### Met1 routing

Supply wires on this layer in grey.
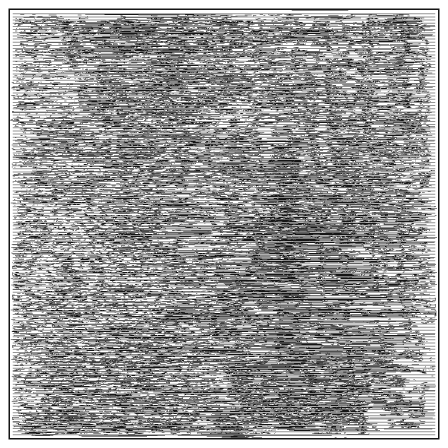
### Signal wires on met2

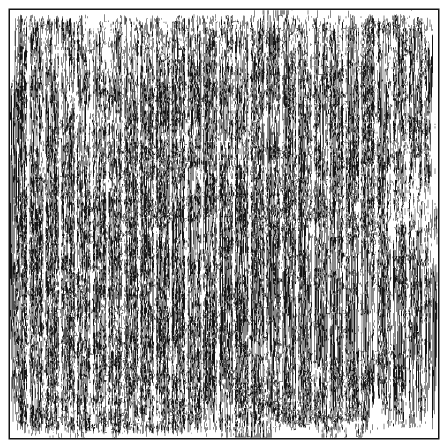
### M3 wires

Scale bar: 100 um.
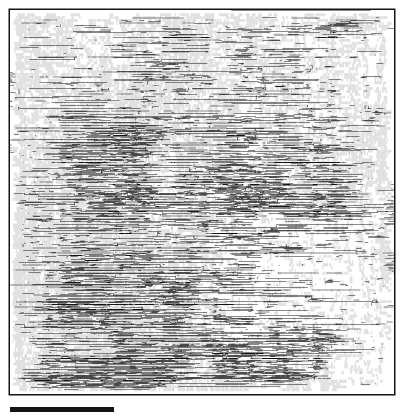
### The metal 4 layer

Supply wires on this layer in grey.
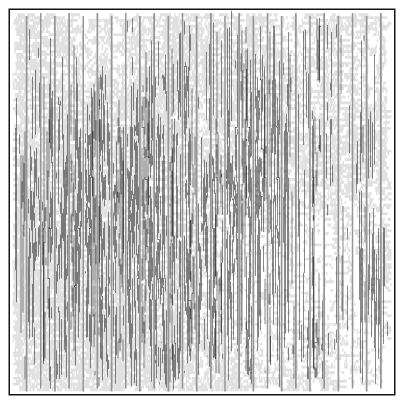
<file path="src/rtl/rv_alu_pkg.sv">
// Shared opcode and state definitions for the EX-stage ALU.
package rv_alu_pkg;

  localparam logic [3:0] OP_ADD  = 4'b0000;
  localparam logic [3:0] OP_SLL  = 4'b0001;
  localparam logic [3:0] OP_SLT  = 4'b0010;
  localparam logic [3:0] OP_SLTU = 4'b0011;
  localparam logic [3:0] OP_XOR  = 4'b0100;
  localparam logic [3:0] OP_SRL  = 4'b0101;
  localparam logic [3:0] OP_OR   = 4'b0110;
  localparam logic [3:0] OP_AND  = 4'b0111;
  localparam logic [3:0] OP_SUB  = 4'b1000;
  localparam logic [3:0] OP_SRA  = 4'b1101;

  localparam logic [2:0] OP_MUL    = 3'b000;
  localparam logic [2:0] OP_MULH   = 3'b001;
  localparam logic [2:0] OP_MULHSU = 3'b010;
  localparam logic [2:0] OP_MULHU  = 3'b011;
  localparam logic [2:0] OP_DIV    = 3'b100;
  localparam logic [2:0] OP_DIVU   = 3'b101;
  localparam logic [2:0] OP_REM    = 3'b110;
  localparam logic [2:0] OP_REMU   = 3'b111;

  typedef enum logic [1:0] {S_IDLE, S_MUL1, S_DIV, S_FIX} state_t;

endpackage

</file>
<file path="src/rtl/rv_alu_ex_div.sv">
// Restoring radix-2 unsigned divider, one quotient bit per cycle.
module rv_div_iter #(
  parameter int XLEN = 32
) (
  input  logic            clk,
  input  logic            rst,
  input  logic            i_start,
  input  logic [XLEN-1:0] i_dividend,
  input  logic [XLEN-1:0] i_divisor,
  output logic            o_busy,
  output logic            o_done,
  output logic [XLEN-1:0] o_quot,
  output logic [XLEN-1:0] o_rem
);
  localparam int CW = $clog2(XLEN + 1);

  logic [CW-1:0]   r_cnt;
  logic [XLEN-1:0] r_quot, r_rem, r_dvsr;
  logic            r_busy;
  logic [XLEN:0]   w_shift, w_trial;

  assign w_shift = {r_rem, r_quot[XLEN-1]};
  assign w_trial = w_shift - {1'b0, r_dvsr};

  always_ff @(posedge clk or posedge rst) begin
    if (rst) begin
      r_quot <= '0;
      r_rem  <= '0;
      r_dvsr <= '0;
      r_cnt  <= '0;
      r_busy <= 1'b0;
    end else if (i_start) begin
      r_quot <= i_dividend;
      r_rem  <= '0;
      r_dvsr <= i_divisor;
      r_cnt  <= CW'(XLEN);
      r_busy <= 1'b1;
    end else if (r_busy) begin
      // borrow out of the trial subtraction means the divisor did not fit
      if (w_trial[XLEN]) begin
        r_rem  <= w_shift[XLEN-1:0];
        r_quot <= {r_quot[XLEN-2:0], 1'b0};
      end else begin
        r_rem  <= w_trial[XLEN-1:0];
        r_quot <= {r_quot[XLEN-2:0], 1'b1};
      end
      r_cnt <= r_cnt - 1'b1;
      if (r_cnt == CW'(1)) r_busy <= 1'b0;
    end
  end

  assign o_busy = r_busy;
  assign o_done = r_busy && (r_cnt == CW'(1));
  assign o_quot = r_quot;
  assign o_rem  = r_rem;
endmodule

</file>
<file path="src/rtl/rv_alu_ex.sv">
// EX-stage RV32I/RV32M ALU with valid/ready handshakes on both sides.
// state  | meaning
// IDLE   | ready for an op; result register holds any pending result (DONE)
// MUL1   | 2*XLEN product registered, next edge selects the half
// DIV    | iterative divider running
// FIX    | sign fix / corner-case result written to the output
module rv_alu_ex
  import rv_alu_pkg::*;
#(
  parameter int XLEN = 32,
  parameter int EN_M = 1
) (
  input  logic            clk,
  input  logic            rst,
  input  logic            in_valid,
  output logic            in_ready,
  input  logic [XLEN-1:0] rs1_in,
  input  logic [XLEN-1:0] rs2_in,
  input  logic [XLEN-1:0] imm_in,
  input  logic            use_imm,
  input  logic [2:0]      funct3,
  input  logic            funct7_r,
  input  logic            funct7_m,
  output logic            out_valid,
  input  logic            out_ready,
  output logic [XLEN-1:0] rd_out,
  output logic            ovf_out,
  output logic            illegal_out
);
  localparam int SHW = $clog2(XLEN);
  localparam logic [XLEN-1:0] MIN_VAL = {1'b1, {(XLEN-1){1'b0}}};

  state_t            r_state;
  logic              r_out_valid, r_ovf, r_illegal, r_mul_hi, r_neg, r_is_rem, r_bypass;
  logic [XLEN-1:0]   r_rd, r_byp_val;
  logic [2*XLEN-1:0] r_prod;

  logic [XLEN-1:0]   w_op2, w_base, w_sum, w_diff, w_abs1, w_abs2, w_quot, w_rem, w_fix;
  logic [3:0]        w_op;
  logic [SHW-1:0]    w_sh;
  logic [2*XLEN-1:0] w_ma, w_mb, w_prod;
  logic              w_accept, w_illegal, w_ovf, w_is_mul, w_is_div, w_sgn, w_div0, w_dovf;
  logic              w_div_start, w_div_busy, w_div_done;

  assign in_ready = !rst && (r_state == S_IDLE) && (!r_out_valid || out_ready);
  assign w_accept = in_valid && in_ready;
  assign w_op2    = use_imm ? imm_in : rs2_in;
  assign w_op     = {funct7_r, funct3};
  assign w_sh     = w_op2[SHW-1:0];
  assign w_sum    = rs1_in + w_op2;
  assign w_diff   = rs1_in - w_op2;

  assign w_illegal = (funct7_r && funct3 != 3'b000 && funct3 != 3'b101)
                  || (use_imm && funct7_r && funct3 == 3'b000)
                  || (use_imm && funct7_m)
                  || (funct7_m && (EN_M == 0))
                  || (funct7_m && funct7_r);
  assign w_is_mul = funct7_m && !funct3[2];
  assign w_is_div = funct7_m && funct3[2];

  always_comb begin
    w_base = '0;
    w_ovf  = 1'b0;
    case (w_op)
      OP_ADD: begin
        w_base = w_sum;
        w_ovf  = (rs1_in[XLEN-1] == w_op2[XLEN-1]) && (w_sum[XLEN-1] != rs1_in[XLEN-1]);
      end
      OP_SUB: begin
        w_base = w_diff;
        w_ovf  = (rs1_in[XLEN-1] != w_op2[XLEN-1]) && (w_diff[XLEN-1] != rs1_in[XLEN-1]);
      end
      OP_SLL:  w_base = rs1_in << w_sh;
      OP_SLT:  w_base = {{(XLEN-1){1'b0}}, $signed(rs1_in) < $signed(w_op2)};
      OP_SLTU: w_base = {{(XLEN-1){1'b0}}, rs1_in < w_op2};
      OP_XOR:  w_base = rs1_in ^ w_op2;
      OP_SRL:  w_base = rs1_in >> w_sh;
      OP_SRA:  w_base = $signed(rs1_in) >>> w_sh;
      OP_OR:   w_base = rs1_in | w_op2;
      OP_AND:  w_base = rs1_in & w_op2;
      default: ;
    endcase
  end

  // low 2*XLEN bits of the product of extended operands give the exact result
  assign w_ma   = {{XLEN{(funct3 != OP_MULHU) && rs1_in[XLEN-1]}}, rs1_in};
  assign w_mb   = {{XLEN{(funct3 == OP_MUL || funct3 == OP_MULH) && w_op2[XLEN-1]}}, w_op2};
  assign w_prod = w_ma * w_mb;

  assign w_sgn       = !funct3[0];
  assign w_abs1      = (w_sgn && rs1_in[XLEN-1]) ? -rs1_in : rs1_in;
  assign w_abs2      = (w_sgn && w_op2[XLEN-1]) ? -w_op2 : w_op2;
  assign w_div0      = (w_op2 == '0);
  assign w_dovf      = w_sgn && (rs1_in == MIN_VAL) && (w_op2 == '1);
  assign w_div_start = w_accept && !w_illegal && w_is_div && !w_div0 && !w_dovf;

  rv_div_iter #(.XLEN(XLEN)) u_div (
    .clk        (clk),
    .rst        (rst),
    .i_start    (w_div_start),
    .i_dividend (w_abs1),
    .i_divisor  (w_abs2),
    .o_busy     (w_div_busy),
    .o_done     (w_div_done),
    .o_quot     (w_quot),
    .o_rem      (w_rem)
  );

  assign w_fix = r_bypass ? r_byp_val
               : r_is_rem ? (r_neg ? -w_rem : w_rem)
               : (r_neg ? -w_quot : w_quot);

  always_ff @(posedge clk or posedge rst) begin
    if (rst) begin
      r_state     <= S_IDLE;
      r_out_valid <= 1'b0;
      r_rd        <= '0;
      r_ovf       <= 1'b0;
      r_illegal   <= 1'b0;
      r_mul_hi    <= 1'b0;
      r_neg       <= 1'b0;
      r_is_rem    <= 1'b0;
      r_bypass    <= 1'b0;
      r_byp_val   <= '0;
      r_prod      <= '0;
    end else begin
      if (r_out_valid && out_ready) r_out_valid <= 1'b0;
      case (r_state)
        S_IDLE: if (w_accept) begin
          if (w_illegal) begin
            r_rd        <= '0;
            r_ovf       <= 1'b0;
            r_illegal   <= 1'b1;
            r_out_valid <= 1'b1;
          end else if (w_is_mul) begin
            r_prod   <= w_prod;
            r_mul_hi <= (funct3 != OP_MUL);
            r_state  <= S_MUL1;
          end else if (w_is_div) begin
            r_is_rem  <= funct3[1];
            r_neg     <= w_sgn && (funct3[1] ? rs1_in[XLEN-1] : (rs1_in[XLEN-1] ^ w_op2[XLEN-1]));
            r_bypass  <= w_div0 || w_dovf;
            r_byp_val <= w_div0 ? (funct3[1] ? rs1_in : '1) : (funct3[1] ? '0 : MIN_VAL);
            r_state   <= (w_div0 || w_dovf) ? S_FIX : S_DIV;
          end else begin
            r_rd        <= w_base;
            r_ovf       <= w_ovf;
            r_illegal   <= 1'b0;
            r_out_valid <= 1'b1;
          end
        end
        S_MUL1: begin
          r_rd        <= r_mul_hi ? r_prod[2*XLEN-1:XLEN] : r_prod[XLEN-1:0];
          r_ovf       <= 1'b0;
          r_illegal   <= 1'b0;
          r_out_valid <= 1'b1;
          r_state     <= S_IDLE;
        end
        // the busy check only matters if the divider never started
        S_DIV: if (w_div_done || !w_div_busy) r_state <= S_FIX;
        S_FIX: begin
          r_rd        <= w_fix;
          r_ovf       <= 1'b0;
          r_illegal   <= 1'b0;
          r_out_valid <= 1'b1;
          r_state     <= S_IDLE;
        end
        default: r_state <= S_IDLE;
      endcase
    end
  end

  assign out_valid   = r_out_valid;
  assign rd_out      = r_rd;
  assign ovf_out     = r_ovf;
  assign illegal_out = r_illegal;
endmodule

</file>
<file path="config.mk">
export PLATFORM = sky130hd
export DESIGN_NAME = rv_alu_ex
export DESIGN_NICKNAME = d
export VERILOG_FILES = /design/src/rtl/rv_alu_pkg.sv /design/src/rtl/rv_alu_ex_div.sv /design/src/rtl/rv_alu_ex.sv
export SDC_FILE = /design/constraint.sdc
export NUM_CORES = 2
export LEC_CHECK = 0
export ABC_AREA = 1
export CAP_MARGIN = 20
export CORE_MARGIN = 2
export CORE_UTILIZATION = 50
export CTS_BUF_LIST = sky130_fd_sc_hd__clkbuf_8
export CTS_CLUSTER_DIAMETER = 120
export DETAILED_ROUTE_END_ITERATION = 16
export HOLD_SLACK_MARGIN = 0.15
export PLACE_DENSITY = 0.66
export REMOVE_ABC_BUFFERS = 1
export SYNTH_ARGS = -nofsm -noshare
export SYNTH_HDL_FRONTEND = slang
export SYNTH_SLANG_ARGS = --single-unit
</file>
<file path="constraint.sdc">
create_clock -name clk -period 8 [get_ports clk]
set_input_delay 1.2 -clock clk [delete_from_list [all_inputs] [get_ports clk]]
set_output_delay 1.2 -clock clk [all_outputs]
set_load 0.005 [all_outputs]
</file>
==> results.cfg <==
; generated from flow reports
[run_status]
run_status = finished, violations left
failed_checks = setup timing

[clock_tree]
cts.reportedPaths.clkPinSlew_ps = 70
clock_tree.root_cell = sky130_fd_sc_hd__clkbuf_8
hold_buffer_count_at_cts = 0
post-cts-setup-buffers = 56
clockBufferDepth = 3
tritoncts_clock_tree = yes
numCtsBuffers = 42
clock.latency.late_pin_ps = 660
clock_sink_count = 240
ctsResizeCount = 440
cts-htree-levels = 2

[global_route]
grt_max_degree = 78
gr_overflow_total = 0
grt_usage_pct = 50.1
grt_first_pass_wirelength_um = 487000
antenna_found_initial = 19
grt_pass1_vias = 71400
global_route_layer_with_the_greatest_usage = met2

[logic_synthesis]
synth.cellmix.xorXnorShare_pct = 1.75
yosys.cell_types.count = 51
yosys_area_mm2 = 0.0661
synth-async-reset-ratio_pct = 100
synth_top_flop_cell = sky130_fd_sc_hd__dfrtp_1
yosysCellCount = 9509
syn_avg_cell_area_um2 = 6.95
post_synthesis_cell_type_with_the_largest_combined_area = sky130_fd_sc_hd__fa_1
count_of_flip_flops_with_a_built_in_enable_after_synthesis = 0
synthAdderAreaFrac_pct = 40.7
synth.area.top_cells = sky130_fd_sc_hd__fa_1, sky130_fd_sc_hd__nand2_1, sky130_fd_sc_hd__inv_1, sky130_fd_sc_hd__dfrtp_1, sky130_fd_sc_hd__ha_1
post_synth_inst_count = 9509
ys_sh_aoi_pct = 7.53
fraction_of_the_mapped_netlist_area_in_simple_logic_gates_pct = 27.5
synth.yosys.warnings = 0
yosysMostFrequentCell = sky130_fd_sc_hd__nand2_1
common_cells = sky130_fd_sc_hd__nand2_1, sky130_fd_sc_hd__inv_1, sky130_fd_sc_hd__fa_1
topCombFamilyByArea = adder cells
ys.flops = 240
post_synth_mux_area_share_pct = 0.0908
postSynthSeqShare_pct = 9.08
synth.top_cell.area_share_pct = 34.1
mappedNetlistArea_mm2 = 0.0661

[drt]
highest_layer = met5
vias_per_cell = 5.97
met1_length_um = 118000
detailedRoute.firstPassIterationCount = 8
number_of_drc_violations_after_detailed_routing_iteration_0 = 10000
detailroute.wirelength.met2_um = 141000
wl_met3_um = 50600
detail_route.wl_per_cell_um = 28.4
final_antenna_net_count = 0
route.detailed.drc = 0

[die]
dieArea_mm2 = 0.135
fp-row-count = 133
floorplan.core_area_mm2 = 0.131
fp.dieH_um = 368
die.size.x_um = 368
fp_util_pct = 50.4
count_of_pins_on_the_block_boundary = 142

[placed_design]
final_weighted_congestion_in_routability_driven_placement = 1.12
numPortBuffers = 141
post_dp_hpwl_um = 279000

[critical_path]
timing.rr.start = r_state[0]$_DFFE_PP0P_
cp_slowest_cell = sky130_fd_sc_hd__fa_2
crit-reg2reg-capture = rd_out[8]$_DFFE_PP0P_
critPathMostFrequentCell = sky130_fd_sc_hd__fa_1
cp-endpoint = r_prod[46]$_DFFE_PP0P_
cp_slowest_stage_delay_ps = 610
setup.worst_path.end_class = flop
startpoint_type = input pin
path_class = in2reg
crit_required_ps = 8500
r2r.worst_path.cells = 12
worst-endpoint-arrival_ps = 8750
timing.critical_path.from = use_imm
critPathMaxFanout = 7
worst-r2r-setup-slack_ps = 4610

[cells_and_area]
final_common_cell = sky130_fd_sc_hd__nand2_1
share_of_post_route_cells_with_drive_strength_above_1_pct = 18.9
registers.top_by_ff_count = r_prod
top_layout_cells = sky130_fd_sc_hd__nand2_1, sky130_fd_sc_hd__inv_1, sky130_fd_sc_hd__fa_1
finalNetCount = 11900
max_ffs_per_register = 64
areaGrowthSynthToFinish_pct = 24.3
fillerInstances = 11800

[sta]
final-setup-viol-count = 33
final_critical_path_setup_slack_ps = -247
maxSlewViolCount = 0
fmaxAchievable_mhz = 121
final.hold.worst_slack_ps = 473
min_period_over_period_pct = 103
tightestPinTransition_ps = 1340
final.setup.tns_ps = -4760
slew_headroom_pct = 9.70
rsz_0062_raised_after_global_routing = true
final_hold_viol_count = 0
finalClockSkew_ps = 23.2
finalCriticalPeriod_ps = 8250

[worst_hold_path]
min_path_cells = 2
worst_hold_path_type = reg2reg
timing.hold.worst_endpoint = r_prod[41]$_DFFE_PP0P_
worstHoldStart = r_prod[41]$_DFFE_PP0P_

[job]
tool_warnings = 94
timing.max_cap.violations = 0
About 'Met1 routing':
11060 nets have wire on it. The wires run mostly horizontal. The layer holds 34% of the routed length. The layer carries 118 mm of wire.
drt total wl: 345000 um
number of vias in the routed layout: 72500
met1 track utilization from global routing: 60.5%

About 'Signal wires on met2':
The wires run mostly vertical. The layer holds 41% of the routed length. The longest straight run is 139 um.
met2 track demand over resource: 71.7%

About 'M3 wires':
The layer carries 50.6 mm of wire. 1584 nets have wire on it. The layer holds 15% of the routed length. The longest straight run is 168 um.
met3 track demand over resource: 19.6%

About 'The metal 4 layer':
The wires run mostly vertical. The longest straight run is 207 um. The layer carries 35.0 mm of wire. 537 nets have wire on it.

[final cells by class]
class,count,area [um2],share of cell area (%)
multi-input combinational,6982,54600,66.5
antenna,17,42.5,0.0517
tap,1755,2200,2.67
timing repair buffer,1218,11300,13.7
inverter,1855,7170,8.73
sequential,240,6010,7.31
clock buffer,50,688,0.837
clock inverter,24,204,0.248
[worst max-delay path, delay by kind of cell]
family	cells	cell delay [ps]
fa+ha+maj	9	4380
buf+inv	17	2020
simple gates	10	910
compound gates	2	140
[stage by stage]
step / area (um2) / utilization, % / setup slack, ps / cells
after CTS: 78300 / 59.6 / -65.0 / 12000
final: 82200 / 62.6 / -247 / 12100
after floorplan: 64300 / - / -2410 / 9077
after global placement: 75300 / 57.3 / -1620 / 11900
after detailed placement: 75300 / 57.3 / -1630 / 11900
after global routing: 82200 / 62.6 / -362 / 12100
